File: src/rtl/adder_seq_ctrl.sv
// Sequential adder/subtractor: arbitrates two requesters round-robin and computes
// A+B or A-B one nibble per cycle through an external 4-bit ripple-adder slice.
module adder_seq_ctrl #(
    parameter int NIBBLES = 4
) (
    input  logic                   CLK,
    input  logic                   RST_N,
    input  logic [1:0]             REQ,
    input  logic [4*NIBBLES-1:0]   OPA_0,
    input  logic [4*NIBBLES-1:0]   OPB_0,
    input  logic                   SUB_0,
    input  logic [4*NIBBLES-1:0]   OPA_1,
    input  logic [4*NIBBLES-1:0]   OPB_1,
    input  logic                   SUB_1,
    output logic [1:0]             GNT,
    output logic                   BUSY,
    output logic                   DONE,
    output logic                   DONE_ID,
    output logic [4*NIBBLES-1:0]   RESULT,
    output logic                   COUT,
    output logic                   OVF,
    output logic [3:0]             ADD_A,
    output logic [3:0]             ADD_B,
    output logic                   ADD_CIN,
    input  logic [3:0]             ADD_SUM,
    input  logic                   ADD_COUT,
    output logic [1:0]             DBG_STATE
);
    localparam int W  = 4 * NIBBLES;
    localparam int IW = (NIBBLES > 1) ? $clog2(NIBBLES) : 1;
    localparam logic [IW-1:0] LAST = IW'(NIBBLES - 1);

    localparam logic [1:0] S_IDLE = 2'd0;
    localparam logic [1:0] S_RUN  = 2'd1;
    localparam logic [1:0] S_DONE = 2'd2;

    logic [1:0]    state_q, state_d;
    logic          ptr_q, ptr_d;
    logic          owner_q, owner_d;
    logic [W-1:0]  a_q, a_d;
    logic [W-1:0]  b_q, b_d;
    logic          carry_q, carry_d;
    logic [IW-1:0] idx_q, idx_d;
    logic [W-1:0]  acc_q, acc_d;
    logic [1:0]    gnt_q, gnt_d;
    logic          done_q, done_d;
    logic          done_id_q, done_id_d;
    logic [W-1:0]  result_q, result_d;
    logic          cout_q, cout_d;
    logic          ovf_q, ovf_d;

    logic sel;
    logic sel_sub;

    // Handshake: REQ is a level; GNT pulses for one cycle on the requester whose
    // operands were captured, DONE pulses for one cycle when RESULT/COUT/OVF/DONE_ID
    // are valid. REQ is not looked at while BUSY.
    always_comb begin
        state_d   = state_q;
        ptr_d     = ptr_q;
        owner_d   = owner_q;
        a_d       = a_q;
        b_d       = b_q;
        carry_d   = carry_q;
        idx_d     = idx_q;
        acc_d     = acc_q;
        gnt_d     = 2'b00;
        done_d    = 1'b0;
        done_id_d = done_id_q;
        result_d  = result_q;
        cout_d    = cout_q;
        ovf_d     = ovf_q;
        sel       = (REQ == 2'b11) ? ptr_q : REQ[1];
        sel_sub   = sel ? SUB_1 : SUB_0;

        case (state_q)
            S_IDLE: begin
                if (|REQ) begin
                    state_d = S_RUN;
                    owner_d = sel;
                    a_d     = sel ? OPA_1 : OPA_0;
                    b_d     = (sel ? OPB_1 : OPB_0) ^ {W{sel_sub}};
                    carry_d = sel_sub;
                    idx_d   = '0;
                    acc_d   = '0;
                    gnt_d   = sel ? 2'b10 : 2'b01;
                end
            end
            S_RUN: begin
                acc_d[{idx_q, 2'b00} +: 4] = ADD_SUM;
                carry_d = ADD_COUT;
                idx_d   = idx_q + IW'(1);
                if (idx_q == LAST) begin
                    state_d = S_DONE;
                end
            end
            S_DONE: begin
                // Results are published on the edge leaving DONE, so the DONE pulse
                // lands NIBBLES+1 edges after the request was sampled.
                state_d   = S_IDLE;
                done_d    = 1'b1;
                done_id_d = owner_q;
                result_d  = acc_q;
                cout_d    = carry_q;
                ovf_d     = (a_q[W-1] == b_q[W-1]) && (acc_q[W-1] != a_q[W-1]);
                ptr_d     = ~owner_q;
            end
            default: begin
                state_d = S_IDLE;
            end
        endcase
    end

    always_ff @(posedge CLK or negedge RST_N) begin
        if (!RST_N) begin
            state_q   <= S_IDLE;
            ptr_q     <= 1'b0;
            owner_q   <= 1'b0;
            a_q       <= '0;
            b_q       <= '0;
            carry_q   <= 1'b0;
            idx_q     <= '0;
            acc_q     <= '0;
            gnt_q     <= 2'b00;
            done_q    <= 1'b0;
            done_id_q <= 1'b0;
            result_q  <= '0;
            cout_q    <= 1'b0;
            ovf_q     <= 1'b0;
        end else begin
            state_q   <= state_d;
            ptr_q     <= ptr_d;
            owner_q   <= owner_d;
            a_q       <= a_d;
            b_q       <= b_d;
            carry_q   <= carry_d;
            idx_q     <= idx_d;
            acc_q     <= acc_d;
            gnt_q     <= gnt_d;
            done_q    <= done_d;
            done_id_q <= done_id_d;
            result_q  <= result_d;
            cout_q    <= cout_d;
            ovf_q     <= ovf_d;
        end
    end

    assign GNT       = gnt_q;
    assign BUSY      = (state_q != S_IDLE);
    assign DONE      = done_q;
    assign DONE_ID   = done_id_q;
    assign RESULT    = result_q;
    assign COUT      = cout_q;
    assign OVF       = ovf_q;
    assign DBG_STATE = state_q;

    assign ADD_A   = (state_q == S_RUN) ? a_q[{idx_q, 2'b00} +: 4] : 4'b0000;
    assign ADD_B   = (state_q == S_RUN) ? b_q[{idx_q, 2'b00} +: 4] : 4'b0000;
    assign ADD_CIN = (state_q == S_RUN) ? carry_q : 1'b0;

endmodule

File: config.mk
export PLATFORM = sky130hd
export DESIGN_NAME = adder_seq_ctrl
export DESIGN_NICKNAME = d
export VERILOG_FILES = /design/src/rtl/adder_seq_ctrl.sv
export SDC_FILE = /design/constraint.sdc
export NUM_CORES = 1
export LEC_CHECK = 0
export ABC_AREA = 0
export CORE_MARGIN = 1
export CORE_UTILIZATION = 35
export DETAILED_ROUTE_END_ITERATION = 8
export SLEW_MARGIN = 20
export SYNTH_ARGS = -nofsm -noshare
export SYNTH_HDL_FRONTEND = slang
export SYNTH_SLANG_ARGS = --single-unit
File: constraint.sdc
create_clock -name CLK -period 3.2 [get_ports CLK]
set_input_delay 0.32 -clock CLK [delete_from_list [all_inputs] [get_ports CLK]]
set_output_delay 0.32 -clock CLK [all_outputs]
set_load 0.005 [all_outputs]
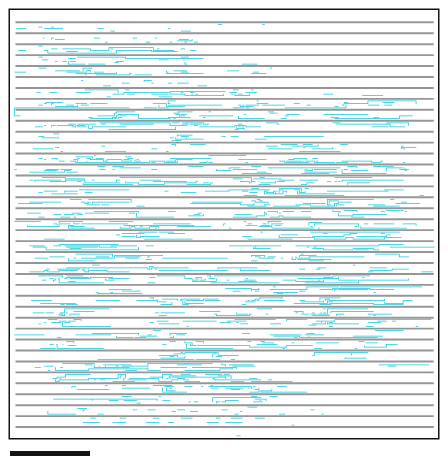
(run_1/layer_met1.png)
Bar = 20 µm. Supply wires on this layer in gray.
share of all routed wire: 46%
wire length on this layer: 3930 µm
Final Routed Wirelength: 8500 µm
total via count in the routed design: 2690
GR Layer Usage met1: 0.206

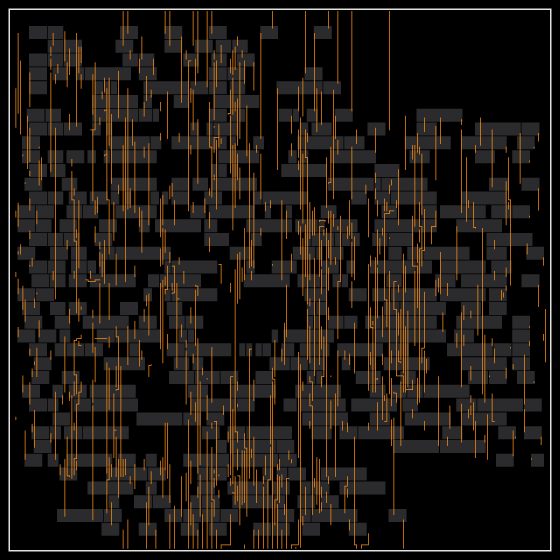
(run_1/layer_met2.png)
nets with wire on the layer: 397
wire length on this layer: 3930 µm
share of all routed wire: 46%
main direction: vertical
GR Layer Usage met2: 0.255

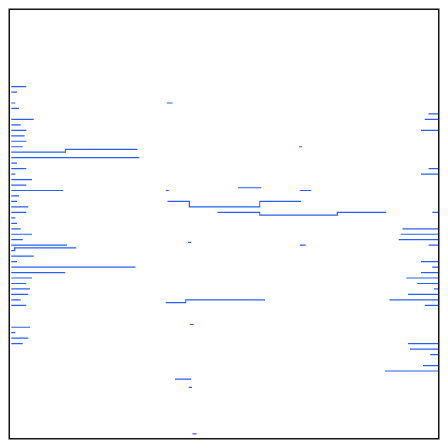
(run_1/layer_met3.png)
main direction: horizontal
longest straight run: 31.5 µm
wire length on this layer: 492 µm
met3 track demand over resource in global routing: 0.0435

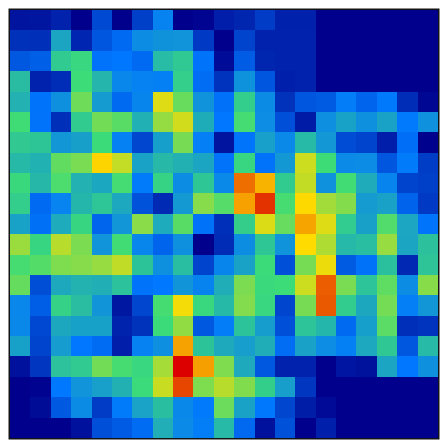
(run_1/metal_density.png)
The die is cut into 21 by 21 equal tiles; dark blue is low, red is high, scaled to the fullest tile. Values are wire area over tile area, all layers added.
tiles over half the peak: 18%
emptiest ninth of the die: upper right
mean over tiles: 0.12
routed wirelength normalized by instance count: 15.4 µm
GRT Overall Usage: 0.160

[run 1: sequential cells by signal, indices dropped and copies added, names as in the netlist]
register,cells
COUT,1
DBG_STATE,2
DONE,1
DONE_ID,1
GNT,2
OVF,1
RESULT,16
a_q,16
acc_q,16
b_q,16
carry_q,1
idx_q,2
owner_q,1
ptr_q,1
[run 1: layer usage]
metal  routed length, µm  track usage
met3                 492       0.0435
met1                3930        0.206
met5                   0            0
met4                 148       0.0626
met2                3930        0.255
[run 1: per-stage QoR]
step | cells | power [mW] | utilization | setup slack [ns] | instance area, µm²
after floorplan | 310 | 2.64 | - | 1.32 | 3820
after global placement | 537 | 3.37 | 0.475 | 0.750 | 4970
after detailed placement | 537 | 3.40 | 0.475 | 0.741 | 4970
after CTS | 553 | 4.13 | 0.494 | 0.326 | 5160
after global routing | 553 | 4.38 | 0.494 | 0.192 | 5160
final | 553 | 4.08 | 0.494 | 0.368 | 5160
[run 1: critical path: stages (launching register included)]
cell                              delay, ns
sky130_fd_sc_hd__dfrtp_1               0.93
sky130_fd_sc_hd__mux4_2                0.60
sky130_fd_sc_hd__nor2b_1               0.15
sky130_fd_sc_hd__clkdlybuf4s50_1       0.48
[run 1: layout make-up]
cell class	count	area, µm²	share of cell area
clock buffer	11	131	0.0254
clock inverter	5	58.8	0.0114
inverter	5	18.8	0.00363
multi-input combinational	208	1760	0.340
sequential	77	1930	0.373
tap	136	170	0.0329
timing repair buffer	111	1100	0.213
[run 1: logic make-up (layout without fill, tap and decap cells)]
logic type               count (synthesis)  in the layout  share of synthesized area
multiplexers                            43             43                      0.145
flip-flops                              77             77                      0.505
AND/OR/NAND/NOR                         63             63                     0.0902
XOR/XNOR                                32             32                     0.0734
adder cells (fa/ha/maj)                  6              6                     0.0197
buffers and inverters                   25            132                     0.0380
AND-OR/OR-AND                           64             64                      0.129
[run 1: synthesized netlist by cell type (3+ instances only)]
| library cell | n | share of area |
|---|---|---|
| sky130_fd_sc_hd__nor2b_1 | 9 | 0.015 |
| sky130_fd_sc_hd__clkbuf_1 | 3 | 0.0030 |
| sky130_fd_sc_hd__inv_1 | 3 | 0.0030 |
| sky130_fd_sc_hd__nor2_1 | 8 | 0.0079 |
| sky130_fd_sc_hd__dfrtp_1 | 77 | 0.50 |
| sky130_fd_sc_hd__a22o_1 | 16 | 0.037 |
| sky130_fd_sc_hd__mux4_2 | 8 | 0.047 |
| sky130_fd_sc_hd__buf_2 | 11 | 0.014 |
| sky130_fd_sc_hd__nand2_1 | 20 | 0.020 |
| sky130_fd_sc_hd__ha_1 | 6 | 0.020 |
| sky130_fd_sc_hd__xor2_1 | 32 | 0.073 |
| sky130_fd_sc_hd__buf_6 | 4 | 0.012 |
| sky130_fd_sc_hd__mux2_2 | 16 | 0.047 |
| sky130_fd_sc_hd__and2_1 | 18 | 0.030 |
| sky130_fd_sc_hd__mux2i_1 | 17 | 0.045 |
| sky130_fd_sc_hd__o21ai_0 | 24 | 0.031 |
| sky130_fd_sc_hd__a221o_1 | 16 | 0.042 |
| sky130_fd_sc_hd__a21oi_1 | 3 | 0.0039 |
==> flow_summary.rst, run 1 <==
Implementation results
======================

.. list-table::
   :header-rows: 1

   * - Metric
     - Value
   * - Result of the run
     - finished, final reports clean
   * - Worst relative slew slack
     - 0.359
   * - Number of fill cells
     - 988
   * - Residual DRC count
     - 0
   * - Net total in the final layout
     - 493
   * - Beginning of the critical path
     - idx_q[0]$_DFFE_PN0P_
   * - Number of hold buffers added after cts
     - 0
   * - Initial core utilization
     - 0.365
   * - Clock latency on the worst-skew pair
     - 0.35 ns
   * - Power Sequential
     - 1.68 mW
   * - Switching Power
     - 1.35 mW
   * - Largest fanout on the critical path
     - 17
   * - Combinational-cell power consumption
     - 1.68 mW
   * - OpenROAD warning count
     - 31
   * - Worst-path clk slew
     - 0.08 ns
   * - Actual slew at the worst max-slew pin
     - 0.962 ns
   * - Path type of the worst setup path
     - register to output pin
   * - Layout overhead on the synthesized area
     - 35.3%
   * - Share of power burned in registers
     - 0.411
   * - Top power group
     - registers
   * - Fmax achieved
     - 353 MHz
   * - Type of the tightest min-delay check
     - primary input to async pin
   * - Final HPWL from detailed placement
     - 6020 µm
   * - Syn avg cell area
     - 12.3 µm²
   * - CTS Root Cell
     - sky130_fd_sc_hd__clkbuf_8
   * - Final period util
     - 0.885
   * - Static Leakage
     - 2.29 nW
   * - Comb power frac
     - 0.412
   * - Cell count of the worst reg-to-reg path
     - 4
   * - Worst-case clock buffer depth
     - 2
   * - Core area
     - 10500 µm²
   * - Sequential cell area fraction in the yosys report
     - 0.505
   * - Pins over their slew limit
     - 0
   * - Post-CTS Repair Setup Buffers
     - 0
   * - Number of search-and-repair iterations in the first detailed-routing pass
     - 5
   * - Worst Setup EP
     - ADD_B[3]
   * - VDD IR max
     - 0.000328 V
   * - Flops & latches, synth
     - 77
   * - Wire length of the first global-routing pass
     - ~14000 µm
   * - Most common library cell in the layout ignoring fill and taps
     - sky130_fd_sc_hd__clkdlybuf4s50_1
   * - Clock period minus final worst setup slack
     - approximately 2.8 ns
   * - CTS tree
     - built
   * - Largest net degree at the start of global routing
     - between 70 and 80
   * - Via/cell ratio
     - 4.86
   * - Arrival @ worst endpoint
     - 2.51 ns
   * - Final ANT Viol Nets
     - 0
   * - Setup TNS
     - 0 ns
   * - Most frequently used flop master after synthesis
     - sky130_fd_sc_hd__dfrtp_1
   * - Clock sink count
     - 77
   * - Power in the clock group
     - 0.718 mW
   * - Number of standard cells reported by yosys
     - 310
   * - Num rows
     - 37
   * - Number of global-route vias before repair
     - around 2700
   * - Worst R2R Setup Slack
     - approximately 0.9 ns
   * - Worst flop-to-flop path endpoint
     - acc_q[3]$_DFFE_PN0P_
   * - Most instantiated logic cells after routing
     - sky130_fd_sc_hd__clkdlybuf4s50_1, sky130_fd_sc_hd__dfrtp_1, sky130_fd_sc_hd__xor2_1
   * - Internal power of the cells
     - 2.72 mW
   * - Number of buffers added by the clock tree synthesis step
     - 9
   * - Die Width
     - about 110 µm
   * - Placer congestion estimate
     - about 0.72
   * - Number of primary I/O pins
     - 109
   * - Critical R2R Launch
     - idx_q[0]$_DFFE_PN0P_
   * - Final worst hold slack
     - 0.123 ns
   * - Yosys warning total
     - 0
   * - Count of routing violations after the opening detailed-route iteration
     - between 70 and 80
   * - Final Hold Violating Endpoints
     - 0
   * - Cell resize tally after clock tree synthesis
     - 0
   * - Number of synthesized flops with an enable pin
     - 0
   * - Number of violations of the max-capacitance limit
     - 0
   * - Power Density
     - 789 nW/µm²
   * - H-Tree Level Count
     - 3
   * - Post-synth design cell area
     - ~3800 µm²
   * - Syn Nets
     - 391
   * - Yosys stat area
     - 3820 µm²
   * - Worst-case clock skew
     - 0.0126 ns
   * - Fraction of layout cells with a size suffix above 1
     - 0.120
   * - Ys async rst share
     - 1.00
   * - Final setup vio count
     - 0
   * - Unique masters post-synth
     - 33
   * - Proportion of total power due to net switching
     - 0.332
   * - Antenna diode count
     - 0
   * - Count of port buffers added during placement
     - 108
   * - Data required, critical path
     - 2.88 ns
   * - Startpoint class of the critical path
     - register
   * - Endpoint kind of the worst setup timing path
     - output pin
   * - Clock share of power
     - 0.176
   * - Die boundary height
     - ~110 µm
   * - Die Outline Area
     - between 10000 and 15000 µm²
   * - Grt ovf
     - 0
   * - Post-synthesis instance total
     - 310
   * - Number of antenna violations at the first check in global routing
     - 0
   * - RSZ-0062 raised after global routing
     - false
--- run 2 (diff from run 1) ---
- CAP_MARGIN: default -> 30
- CORE_ASPECT_RATIO: default -> 1.4
==> run 2 against run 1 <==
Net effect:
- wire length up 0.25%
- critical endpoint is now ADD_A[0]
- maximum frequency increased by 2.8%
- highest routed layer unchanged
- largest cell class unchanged
- non-clock buffer count is 3 higher
- critical path type unchanged
==> flow_summary.rst, run 2 <==
Implementation results
======================

.. list-table::
   :header-rows: 1

   * - Metric
     - Value
   * - Number of buffers added by the clock tree synthesis step
     - 9
   * - Most frequently used flop master after synthesis
     - sky130_fd_sc_hd__dfrtp_1
   * - Syn Nets
     - 391
   * - GRT Overall Usage
     - 0.165
   * - Core area
     - 10500 µm²
   * - Static Leakage
     - 2.36 nW
   * - Post-synthesis instance total
     - 310
   * - Pwr Total
     - 4.30 mW
   * - Final cell count without fillers
     - 557
   * - Number of primary I/O pins
     - 109
   * - Actual slew at the worst max-slew pin
     - between 0.8 and 0.9 ns
   * - Ys async rst share
     - 1.00
   * - Number of global-route vias before repair
     - 2920
   * - OpenROAD warning count
     - 31
   * - Most common library cells after synthesis
     - sky130_fd_sc_hd__dfrtp_1, sky130_fd_sc_hd__xor2_1, sky130_fd_sc_hd__o21ai_0, sky130_fd_sc_hd__nand2_1, sky130_fd_sc_hd__and2_1
   * - Fraction of post-synthesis cell area in the top cell type by area
     - 0.505
   * - Fmax achieved
     - 363 MHz
   * - Worst-path clk slew
     - 0.05 ns
   * - Initial core utilization
     - 0.363
   * - Ranking of synthesized cells by area
     - sky130_fd_sc_hd__dfrtp_1, sky130_fd_sc_hd__xor2_1, sky130_fd_sc_hd__mux2_2
   * - Count of port buffers added during placement
     - 108
   * - Number of synthesized flops with an enable pin
     - 0
   * - Worst R2R Setup Slack
     - between 0.9 and 1 ns
   * - Number of violations of the max-capacitance limit
     - 0
   * - Final HPWL from detailed placement
     - 6290 µm
   * - Via/cell ratio
     - 4.88
   * - Antenna diode count
     - 0
   * - Routed wirelength normalized by instance count
     - between 15 and 20 µm
   * - VDD IR max
     - about 0.00027 V
   * - Clock period minus final worst setup slack
     - 2.76 ns
   * - Sequential cell area fraction in the yosys report
     - 0.505
   * - Die Outline Area
     - 11300 µm²
   * - Library cell occupying the most area in the post-synthesis netlist
     - sky130_fd_sc_hd__dfrtp_1
   * - Type of the tightest min-delay check
     - register to register
   * - Placer congestion estimate
     - approximately 0.76
   * - Most instantiated logic cells after routing
     - sky130_fd_sc_hd__clkdlybuf4s50_1, sky130_fd_sc_hd__dfrtp_1, sky130_fd_sc_hd__xor2_1
   * - H-Tree Level Count
     - 3
   * - Worst flop-to-flop path endpoint
     - acc_q[2]$_DFFE_PN0P_
   * - Layout overhead on the synthesized area
     - 38.9%
   * - Residual DRC count
     - 0
   * - Number of standard cells reported by yosys
     - 310
   * - Wire length of the first global-routing pass
     - 14600 µm
   * - CTS tree
     - built
   * - Count leader, synth
     - sky130_fd_sc_hd__dfrtp_1
   * - Origin of the worst min-delay path
     - owner_q$_DFFE_PN0P_
   * - Largest fanout on the critical path
     - 17
   * - Die Width
     - 90.3 µm
   * - Worst relative slew slack
     - 0.412
   * - Min-Delay Path Depth
     - 1
   * - Final ANT Viol Nets
     - 0
   * - Number of antenna violations at the first check in global routing
     - 0
   * - Most common library cell in the layout ignoring fill and taps
     - sky130_fd_sc_hd__clkdlybuf4s50_1
   * - Yosys stat area
     - 3820 µm²
   * - Worst-case clock buffer depth
     - 2
   * - Grt ovf
     - 0
   * - Largest net degree at the start of global routing
     - 78
   * - Unique masters post-synth
     - 33
   * - Data required, critical path
     - 2.88 ns
   * - Arrival @ worst endpoint
     - roughly 2.4 ns
   * - Cell resize tally after clock tree synthesis
     - 0
   * - Pins over their slew limit
     - 0
   * - Net total in the final layout
     - between 400 and 500
   * - Final period util
     - 0.861
   * - Flops & latches, synth
     - 77
   * - Fraction of layout cells with a size suffix above 1
     - 0.122
   * - Startpoint class of the critical path
     - register
   * - Post-synth design cell area
     - around 3800 µm²
   * - Clock sink count
     - 77
   * - Syn avg cell area
     - between 10 and 15 µm²
   * - Hold Crit Endpoint
     - ptr_q$_DFFE_PN0P_
   * - Setup TNS
     - 0 ns
   * - Yosys warning total
     - 0
   * - Num rows
     - between 40 and 50
   * - Number of search-and-repair iterations in the first detailed-routing pass
     - 4
   * - Result of the run
     - finished, final reports clean
   * - Final setup vio count
     - 0
   * - Path type of the worst setup path
     - register to output pin
   * - Beginning of the critical path
     - idx_q[0]$_DFFE_PN0P_
   * - Clock latency on the worst-skew pair
     - about 0.33 ns
   * - Fin util
     - 0.504
   * - RSZ-0062 raised after global routing
     - false
   * - CTS Root Cell
     - sky130_fd_sc_hd__clkbuf_16
   * - Worst-case clock skew
     - 0.00210 ns
   * - Die boundary height
     - 126 µm
   * - Count of routing violations after the opening detailed-route iteration
     - 56
   * - Cell count after placement
     - 539
   * - Power Density
     - 812 nW/µm²
   * - Final Hold Violating Endpoints
     - 0
   * - Cell count of the worst reg-to-reg path
     - 4
   * - Endpoint kind of the worst setup timing path
     - output pin
   * - Critical R2R Launch
     - idx_q[0]$_DFFE_PN0P_
-- run 2: netlist changes by cell type in the layout (fill, tap and decap cells not counted) --
cell                            previous run  this run
sky130_fd_sc_hd__bufinv_16                 1         0
sky130_fd_sc_hd__clkbuf_16                 0         9
sky130_fd_sc_hd__clkbuf_8                  9         3
sky130_fd_sc_hd__inv_6                     1         0
sky130_fd_sc_hd__clkinvlp_4                2         0
sky130_fd_sc_hd__buf_8                     0         1
sky130_fd_sc_hd__buf_12                    0         1
sky130_fd_sc_hd__dlygate4sd3_1             0         1
-- run 2: report_power, final --
group | internal (mW) | total, mW | switching (mW)
logic | 1.01 | 1.69 | 0.680
clock network | 0.583 | 0.938 | 0.355
registers | 1.36 | 1.68 | 0.315
total | 2.95 | 4.30 | 1.35
-- run 2: worst max-delay path by stage --
stage / cells after the start / endpoint
2_1_floorplan: 6 / acc_q[0]$_DFFE_PN0P_
5_1_grt: 3 / ADD_B[3]
6_report: 3 / ADD_A[0]
4_1_cts: 3 / ADD_B[2]
3_3_place_gp: 3 / ADD_A[0]
3_5_place_dp: 3 / ADD_B[2]
-- run 2: cell type report --
cell class              count  area [µm²]
flip-flops and latches     77        1930
repair buffers            114        1150
fillers                   972        5210
multi-input cells         208        1760
well taps                 138         173
clock inverters             1        5.00
clock buffers              14         274
inverters                   5        18.8
-- run 2: through the flow --
stage / cell area (µm²) / hold WS, ns / setup slack (ns)
after floorplan: 3820 / 0.0244 / 1.32
after global placement: 4980 / 0.452 / 0.758
after detailed placement: 4980 / 0.461 / 0.735
after CTS: 5260 / 0.183 / 0.372
after global routing: 5300 / 0.494 / 0.291
final: 5300 / 0.467 / 0.444
-- run 2: cells by family (layout without fill, tap and decap cells) --
group,Yosys count,after routing,share of synthesized area
flops,77,77,0.505
compound gates,64,64,0.129
simple gates,63,63,0.0902
mux,43,43,0.145
xor+xnor,32,32,0.0734
buf+inv,25,134,0.0380
fa+ha+maj,6,6,0.0197
-- run 2: critical path, stage by stage, from the launching register on --
cell                              delay, ns
sky130_fd_sc_hd__dfrtp_1               0.89
sky130_fd_sc_hd__mux4_2                0.58
sky130_fd_sc_hd__nor2b_1               0.14
sky130_fd_sc_hd__clkdlybuf4s50_1       0.50
-- run 2: routing by layer --
layer / wire length, µm / part of all wire / up-vias / global-route usage
met2: 4400 / 0.52 / 85 / 0.286
met5: 0 / 0 / - / 0
met3: 302 / 0.035 / 18 / 0.0304
met4: 244 / 0.029 / 0 / 0.0825
met1: 3570 / 0.42 / 1298 / 0.197
li1: - / - / 1318 / -
-- run 2: timing repair --
| item | CTS | global route |
|---|---|---|
| setup buffers | 0 | 0 |
| hold buffers | 0 | 1 |
| hold endpoints to repair | 0 | 36 |
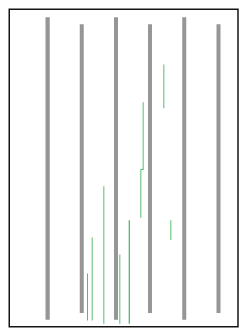
(run_2/layer_met4.png)
Supply wires on this layer in gray.
main direction: vertical
share of all routed wire: 2.9%
Final Routed Wirelength: 8520 µm
total via count in the routed design: 2719

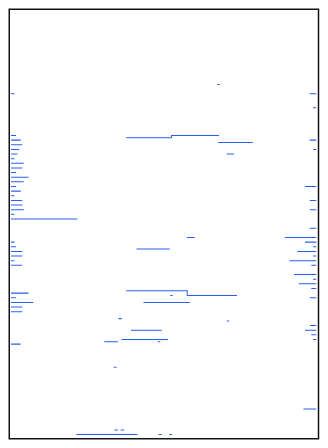
(run_2/layer_met3.png)
longest straight run: 19.1 µm
nets with wire on the layer: 68
met3 track demand over resource in global routing: 0.0304

No activity file was given, so power comes from the tool's default toggle rates.
